## src/rtl/uart_rx_fifo.sv

```systemverilog
// uart_rx_fifo: receive-side byte buffer behind the UART receiver.
// Captures one byte per rising edge of the receiver's done level, stores it
// in a circular buffer and returns it through a registered read handshake.
// A byte arriving while the buffer is full is dropped and flagged in a
// sticky overflow bit.
module uart_rx_fifo #(
  parameter int DEPTH_LOG2 = 4
) (
  input  logic                  CLK100MHZ,
  input  logic                  reset,
  input  logic [7:0]            rx_data,
  input  logic                  rx_done,
  input  logic                  rd_en,
  input  logic                  clr_ovf,
  output logic [7:0]            rd_data,
  output logic                  rd_valid,
  output logic                  empty,
  output logic                  full,
  output logic [DEPTH_LOG2:0]   count,
  output logic                  overflow
);

  localparam int DEPTH = 1 << DEPTH_LOG2;

  // Count value that means "every slot occupied".
  logic [DEPTH_LOG2:0] full_cnt;
  assign full_cnt = {1'b1, {DEPTH_LOG2{1'b0}}};

  logic [7:0]            mem_q [DEPTH];
  logic [DEPTH_LOG2-1:0] wr_ptr_q;
  logic [DEPTH_LOG2-1:0] rd_ptr_q;
  logic [DEPTH_LOG2:0]   count_q;
  logic [DEPTH_LOG2:0]   count_d;
  logic                  done_q;
  logic                  empty_q;
  logic                  full_q;
  logic                  ovf_q;
  logic [7:0]            rd_data_q;
  logic                  rd_valid_q;

  logic wr_stb;
  logic rd_acc;
  logic wr_acc;
  logic wr_drop;

  // A read frees a slot in the same cycle, so a write into a full buffer
  // is still accepted when it coincides with an accepted read.
  assign wr_stb  = rx_done & ~done_q;
  assign rd_acc  = rd_en & ~empty_q;
  assign wr_acc  = wr_stb & (~full_q | rd_acc);
  assign wr_drop = wr_stb & full_q & ~rd_acc;

  // Next occupancy: +1 write only, -1 read only, unchanged otherwise.
  always_comb begin
    count_d = count_q;
    case ({wr_acc, rd_acc})
      2'b10:   count_d = count_q + 1'b1;
      2'b01:   count_d = count_q - 1'b1;
      default: count_d = count_q;
    endcase
  end

  // Storage array: written without reset since contents are don't-care.
  always_ff @(posedge CLK100MHZ) begin
    if (wr_acc) begin
      mem_q[wr_ptr_q] <= rx_data;
    end
  end

  // Edge detector, pointers, occupancy flags and the registered read port.
  // done_q resets high so a done level held across reset is not captured.
  always_ff @(posedge CLK100MHZ or posedge reset) begin
    if (reset) begin
      done_q     <= 1'b1;
      wr_ptr_q   <= '0;
      rd_ptr_q   <= '0;
      count_q    <= '0;
      empty_q    <= 1'b1;
      full_q     <= 1'b0;
      rd_data_q  <= 8'h00;
      rd_valid_q <= 1'b0;
    end else begin
      done_q     <= rx_done;
      count_q    <= count_d;
      empty_q    <= (count_d == '0);
      full_q     <= (count_d == full_cnt);
      rd_valid_q <= rd_acc;
      if (wr_acc) begin
        wr_ptr_q <= wr_ptr_q + 1'b1;
      end
      if (rd_acc) begin
        rd_data_q <= mem_q[rd_ptr_q];
        rd_ptr_q  <= rd_ptr_q + 1'b1;
      end
    end
  end

  // Sticky overflow; a drop in the same cycle as a clear keeps it set.
  always_ff @(posedge CLK100MHZ or posedge reset) begin
    if (reset) begin
      ovf_q <= 1'b0;
    end else if (wr_drop) begin
      ovf_q <= 1'b1;
    end else if (clr_ovf) begin
      ovf_q <= 1'b0;
    end
  end

  assign rd_data  = rd_data_q;
  assign rd_valid = rd_valid_q;
  assign empty    = empty_q;
  assign full     = full_q;
  assign count    = count_q;
  assign overflow = ovf_q;

endmodule

```

## config.mk

```make
export PLATFORM = sky130hd
export DESIGN_NAME = uart_rx_fifo
export DESIGN_NICKNAME = d
export VERILOG_FILES = /design/src/rtl/uart_rx_fifo.sv
export SDC_FILE = /design/constraint.sdc
export NUM_CORES = 1
export LEC_CHECK = 0
export ABC_AREA = 0
export CAP_MARGIN = 20
export CORE_MARGIN = 2
export CORE_UTILIZATION = 30
export CTS_BUF_LIST = sky130_fd_sc_hd__clkbuf_4
export DETAILED_ROUTE_END_ITERATION = 8
export GPL_TIMING_DRIVEN = 1
export HOLD_SLACK_MARGIN = 0.06
export PLACE_DENSITY_LB_ADDON = 0.2
export SETUP_SLACK_MARGIN = 0.4
export SLEW_MARGIN = 10
export SYNTH_ARGS = -nofsm -noshare
export SYNTH_HDL_FRONTEND = slang
export SYNTH_SLANG_ARGS = --single-unit
```

## constraint.sdc

```tcl
create_clock -name CLK100MHZ -period 3.3 [get_ports CLK100MHZ]
set_input_delay 0.825 -clock CLK100MHZ [delete_from_list [all_inputs] [get_ports CLK100MHZ]]
set_output_delay 0.825 -clock CLK100MHZ [all_outputs]
set_load 0.02 [all_outputs]
```

**Clock wiring as the flow saved it**

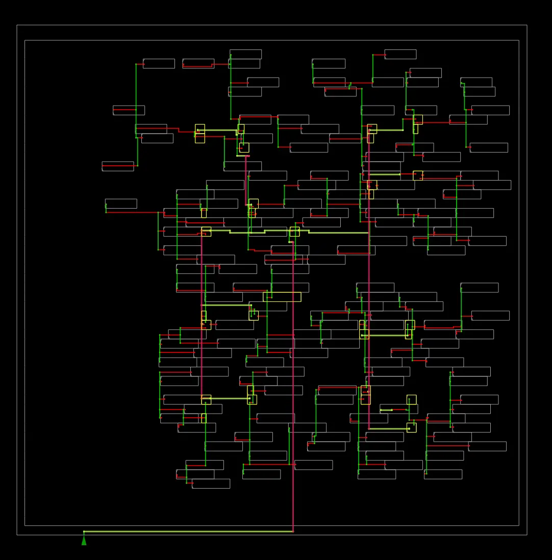
Num CTS Buffers: 17
Worst Clk Skew: 0.0122 ns
Skew-Pair Late Insertion Delay: 0.53 ns
clk_buf instances: 19

==> deck_impl_summary.md <==
Physical Implementation Snapshot

Yosys
  – Syn Std Cell Area: 0.00627 mm²
  – Number of enable flip-flop cells: 128
  – FFs w/ async S/R, synth: 0.169
  – Mean area per synthesized cell: 17.4 µm²
  – Yosys chip area: 0.00627 mm²
  – Gate Count Post-Synth: 360

Status
  – Status: finished clean

Clocking
  – Clk sinks: 154
  – Hold_buf cts: 0
  – CTS tree: built
  – Maximum clock path buffer count: 2

Worst setup path
  – Critical path type: in -> reg
  – CP max FO: 4

Run
  – Max cap viols: 0
  – OpenROAD warning count: 30

Route
  – Vias per cell: 4.71
  – Routed length per instance: 18.7 µm
  – TritonRoute pass-1 iters: 4
  – Iter 0 DRT Violations: 338

Cells and area
  – Nets: 429
  – Layout cell share with drive strength beyond 1: 0.214
  – Finished Core Util: 0.355

Power and ir drop
  – Seq pwr share: 0.473
  – Pwr Density: 765 mW/mm²
  – VDD IR max: 0.000296 V
  – Net Sw Power: 1.87 mW
  – Pint: 3.66 mW
  – Final total power: 5.53 mW

Floorplanning
  – Core area: 0.0204 mm²
  – Die height: 149 µm

Timing
  – Fin crit share: 0.834
  – Setup TNS: 0 ns
  – Max Slew Vio Count: 0

GRT
  – GRT Total Usage: 0.127
  – Antenna violations before repair: 1

Min path
  – Hold Path Class: in -> async
**Clock distribution**

Drawn at 2 px/µm.
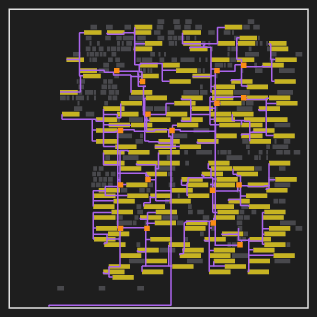
Key: yellow = flip-flops [count 154]; purple = clock wires [length 1780 µm]; orange = cells driving clock nets [count 17]
There are 18 routed clock nets.

-- metal layers --
metal | up-vias | track usage | share of wire
met3 | 15 | 0.0282 | 0.023
met1 | 1713 | 0.161 | 0.45
met4 | 0 | 0.0529 | 0.018
met2 | 38 | 0.212 | 0.51
li1 | 1495 | - | -
met5 | - | 0 | 0
-- Yosys cell counts (2+ instances only) --
library cell  count
xnor2_1           7
dfrtp_1          24
nor3b_1           2
a2111oi_0         4
mux2i_1          13
o21ai_0           4
edfxtp_1        128
buf_6             4
ha_1              8
mux4_2           24
xor2_1            4
nand2_1          11
a211oi_1          6
nand2b_1          3
nor2b_1          14
inv_1             6
nor2_1           17
dfstp_2           2
buf_2             5
a21oi_1          17
nand4_1           2
a31oi_1           6
clkbuf_1          9
mux2_2            6
and2_1           12
buf_4             3
and4_1            4
-- power by group through the flow --
stage | clock network, mW | logic (mW) | registers, mW
CTS | 1.02 | 1.96 | 2.62
floorplan | 0 | 1.32 | 2.60
global route | 1.11 | 2.11 | 2.66
finish | 0.983 | 1.93 | 2.62
detailed placement | 0 | 1.95 | 2.66
global placement | 0 | 1.95 | 2.66
-- registers in the layout (all words and copies together) (netlist names) --
signal / cells
mem_q: 128
rd_data: 8
count: 5
rd_ptr_q: 4
wr_ptr_q: 4
done_q: 1
empty: 1
full: 1
overflow: 1
rd_valid: 1
-- layout make-up --
cell class / count / area (µm²) / share of cell area
sequential: 154 / 4500 / 0.622
clock buffer: 19 / 143 / 0.0197
inverter: 6 / 22.5 / 0.00312
multi-input combinational: 178 / 1650 / 0.228
timing repair buffer: 51 / 493 / 0.0682
tap: 270 / 338 / 0.0467
clock inverter: 13 / 85.1 / 0.0118
antenna: 1 / 2.50 / 0.000346
-- worst paths after layout --
| check | startpoint | end | slack (ns) | cells past startpoint |
|---|---|---|---|---|
| max | rx_done | full$_DFF_PP0_ | 0.55 | 12 |
| min | reset | rd_valid$_DFF_PP0_ | 0.49 | 2 |
| max reg2reg | empty$_DFF_PP1_ | full$_DFF_PP0_ | 0.75 | 11 |
| min reg2reg | rd_ptr_q[0]$_DFFE_PP0P_ | rd_ptr_q[0]$_DFFE_PP0P_ | 0.54 | 1 |
| max in group asynchronous | reset | empty$_DFF_PP1_ | 2.20 | 3 |
| min in group CLK100MHZ | rd_ptr_q[0]$_DFFE_PP0P_ | rd_ptr_q[0]$_DFFE_PP0P_ | 0.54 | 1 |
-- critical path, cell delays in order --
cell	delay (ns)
clkdlybuf4s50_1	0.48
nand2b_1	0.10
a21oi_2	0.16
inv_2	0.06
ha_2	0.19
xor2_1	0.16
ha_2	0.22
o21ai_0	0.07
a221oi_1	0.32
o221ai_2	0.17
xnor2_2	0.22
nor4b_2	0.21
-- cell families (layout without fill, tap and decap cells) --
kind of cell	count (synthesis)	after routing	share of synthesized area
simple gates	71	71	0.0628
fa+ha+maj	8	8	0.0160
other cells	0	1	0
mux	43	43	0.118
buf+inv	28	89	0.0245
flops	154	154	0.717
compound gates	44	44	0.0445
xor+xnor	12	12	0.0179
-- per-stage QoR --
step                setup WS (ns)  hold slack [ns]
finish                      0.548            0.495
global placement           0.0343            0.523
CTS                         0.504            0.443
detailed placement        -0.0807            0.522
floorplan                   0.423            0.528
global route                0.374            0.474
Power is estimated from default activity; no workload was simulated.
